$ cat src/rtl/skew_feeder16.sv
// skew_feeder16: diagonal input skew and job sequencer for the 16x16 systolic array.
// Lane i of each operand is delayed by i extra cycles; zeros fill bubbles and drain.
module skew_feeder16 #(
    parameter int N     = 16,
    parameter int W     = 16,
    parameter int FLUSH = 3*N-2
) (
    input  logic           clk_i,
    input  logic           rst_ni,
    input  logic           start_i,
    input  logic [7:0]     k_len_i,
    input  logic           in_valid_i,
    output logic           in_ready_o,
    input  logic [N*W-1:0] a_vec_i,
    input  logic [N*W-1:0] b_vec_i,
    output logic [N*W-1:0] a_out_o,
    output logic [N*W-1:0] b_out_o,
    output logic           busy_o,
    output logic           done_o
);
    typedef enum logic [1:0] {S_IDLE, S_STREAM, S_FLUSH, S_DONE} state_t;

    state_t     state_q, state_d;
    logic [7:0] k_q, k_d;
    logic [7:0] beat_q, beat_d;
    logic [5:0] fc_q, fc_d;
    logic       take;

    assign in_ready_o = state_q == S_STREAM;
    assign busy_o     = state_q == S_STREAM || state_q == S_FLUSH;
    assign done_o     = state_q == S_DONE;
    assign take       = in_ready_o && in_valid_i;

    always_ff @(posedge clk_i or negedge rst_ni) begin
        if (!rst_ni) begin
            state_q <= S_IDLE;
            k_q     <= '0;
            beat_q  <= '0;
            fc_q    <= '0;
        end else begin
            state_q <= state_d;
            k_q     <= k_d;
            beat_q  <= beat_d;
            fc_q    <= fc_d;
        end
    end

    always_comb begin
        state_d = state_q;
        k_d     = k_q;
        beat_d  = beat_q;
        fc_d    = fc_q;
        case (state_q)
            S_IDLE: begin
                if (start_i && k_len_i != 8'd0) begin
                    state_d = S_STREAM;
                    k_d     = k_len_i;
                    beat_d  = '0;
                end
            end
            S_STREAM: begin
                if (in_valid_i) begin
                    beat_d = beat_q + 8'd1;
                    if (beat_q == k_q - 8'd1) begin
                        state_d = S_FLUSH;
                        fc_d    = '0;
                    end
                end
            end
            S_FLUSH: begin
                fc_d = fc_q + 6'd1;
                if (fc_q == 6'(FLUSH-1)) state_d = S_DONE;
            end
            default: state_d = S_IDLE;
        endcase
    end

    // Chains shift every cycle; a non-accepted cycle injects zero so the wavefront stays aligned.
    for (genvar i = 0; i < N; i++) begin : g_lane
        logic [W-1:0] a_q [i+1];
        logic [W-1:0] b_q [i+1];
        always_ff @(posedge clk_i or negedge rst_ni) begin
            if (!rst_ni) begin
                for (int j = 0; j <= i; j++) begin
                    a_q[j] <= '0;
                    b_q[j] <= '0;
                end
            end else begin
                a_q[0] <= take ? a_vec_i[W*i +: W] : '0;
                b_q[0] <= take ? b_vec_i[W*i +: W] : '0;
                for (int j = 1; j <= i; j++) begin
                    a_q[j] <= a_q[j-1];
                    b_q[j] <= b_q[j-1];
                end
            end
        end
        assign a_out_o[W*i +: W] = a_q[i];
        assign b_out_o[W*i +: W] = b_q[i];
    end
endmodule

$ cat config.mk
export PLATFORM = sky130hd
export DESIGN_NAME = skew_feeder16
export DESIGN_NICKNAME = d
export VERILOG_FILES = /design/src/rtl/skew_feeder16.sv
export SDC_FILE = /design/constraint.sdc
export NUM_CORES = 2
export LEC_CHECK = 0
export CAP_MARGIN = 5
export CORE_AREA = 2 2 404 487
export CTS_BUF_LIST = sky130_fd_sc_hd__clkbuf_8
export CTS_CLUSTER_SIZE = 16
export DETAILED_ROUTE_END_ITERATION = 10
export DIE_AREA = 0 0 406 489
export PLACE_DENSITY = 0.91
export SLEW_MARGIN = 10
export SYNTH_ARGS = -nofsm -noshare
export SYNTH_HDL_FRONTEND = slang
export SYNTH_SLANG_ARGS = --single-unit
$ cat constraint.sdc
create_clock -name clk_i -period 4.7 [get_ports clk_i]
set_input_delay 0.94 -clock clk_i [delete_from_list [all_inputs] [get_ports clk_i]]
set_output_delay 0.94 -clock clk_i [all_outputs]
set_load 0.05 [all_outputs]
==> out/qor.txt <==
status -> finished, final reports clean
Worst path max stage delay -> 0.95 ns
yosys stat area -> 118000 um2
delay-heaviest family, CP -> buffers and inverters
clock net sink count -> 4376
Final nets -> 7307
Syn Std Cell Area -> 118000 um2
count leader, synth -> dfrtp_1
top_reg_cell synth -> dfrtp_1
Non-Filler Instances -> 9892
Top cells excl fill/tap -> dfrtp_1, clkdlybuf4s50_1, clkbuf_8
gr ovfl total -> 0
switching share of total power -> 0.242
storage element area -> 110000 um2
seq pwr -> 0.0408 W
WL met3 -> 27600 um
Inverters -> 9
Top Ports -> 1039
crit path capture -> in_ready_o
Multi-input comb cells -> 629
Resize count post-CTS -> 0
CTS tree -> built
hold_sp -> g_lane[11].a_q[30]
RSZ-0062 raised after global routing -> false
Placeable Area -> 194000 um2
vias in the first global route -> 60410
via count -> 51716
Distinct cells, synth -> 48
worst clock skew -> 0.103 ns
maximum vdd drop -> 379 uV
worst-path cell chain -> inv_1 -> ha_4 -> clkdlybuf4s50_1
dominant logic cell type in the layout -> dfrtp_1
endpoints failing setup -> 0
Registers, synthesis -> 4376
Comb/total area -> 0.0293
Max-area cell share -> 0.930
CTS clk-pin slew, worst paths -> 0.07 ns
Largest cells by area -> dfrtp_1, buf_4, and3_1
final-layout clock buffer total -> 781
design area -> 141000 um2
final hold violation count -> 0
yosys simple share -> 0.0299
fmax -> 0.230 GHz
# Taps -> 2610
met1 wire length -> 99700 um
leak pwr -> 71.1 nW
antenna violations before repair -> 133
logic area -> 4130 um2
DIE HEIGHT -> 489 um
placed cells -> 8763
syn avg cell area -> 21.0 um2
Top non-seq family -> buffers and inverters
routed wire length -> 324000 um
CP startpoint kind -> flop
antenna viol nets, final -> 0
CTS Hold Bufs -> 1
clk_lat worst skew -> 1.12 ns
Port Buffers -> 1038
Non-CTS buffers -> 1140
Post-CTS Repair Setup Buffers -> 0
crit end category -> output pin
Psw -> 0.0179 W
XORs/XNORs by Area -> 0.00104
reg-to-reg slack, setup -> 1.20 ns
DRC Markers -> 0
Root Driver -> clkbuf_8
flip-flops -> 4376
clock period minus worst slack -> 4.35 ns
==> images/met4.png <==
The bar under the picture is 100 um long.
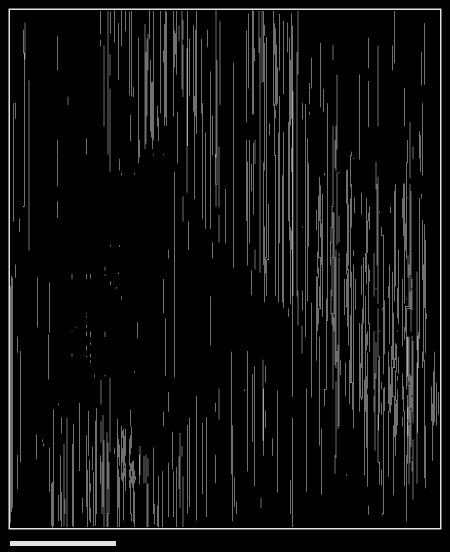
wire length on this layer: 26.5 mm
longest straight run: 231 um

==> images/met1.png <==
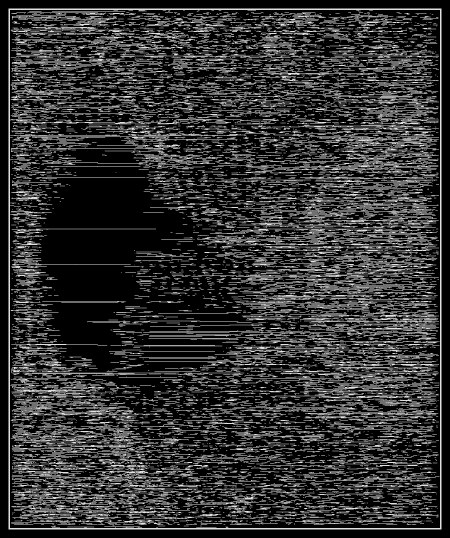
wire length on this layer: 99.7 mm
main direction: horizontal
longest straight run: 125 um
share of all routed wire: 31%

==> images/met2.png <==
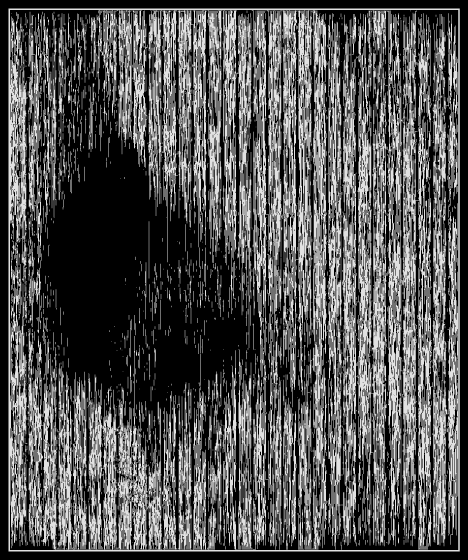
wire length on this layer: 170 mm
longest straight run: 125 um
nets with wire on the layer: 6988

==> images/final_congestion.png <==
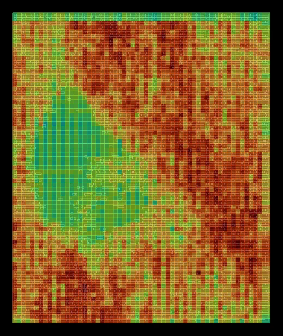
GR peak layer: met2
GR Util All Layers: 0.331
met3 GRT Util: 0.114
met2 GRT Util: 0.552

==> images/met3.png <==
The bar under the picture is 100 um long. Cells faint in the background.
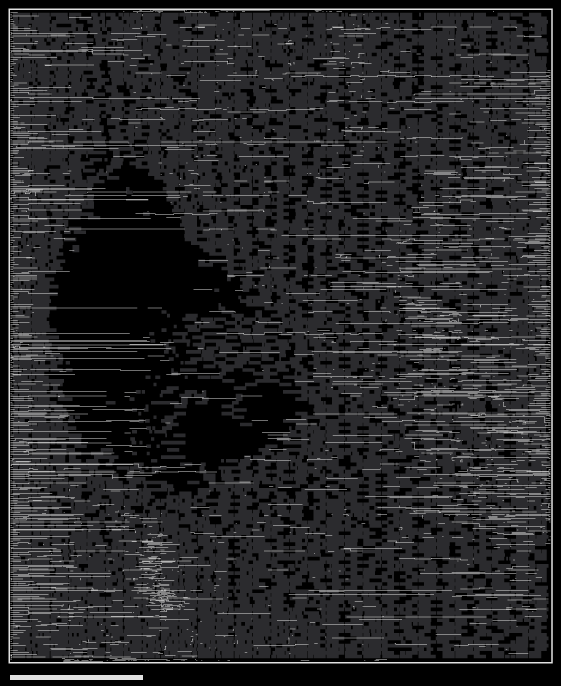
longest straight run: 169 um
main direction: horizontal
nets with wire on the layer: 1293
share of all routed wire: 8.5%

Power figures rest on the tool's default switching activity, not on a simulated workload.
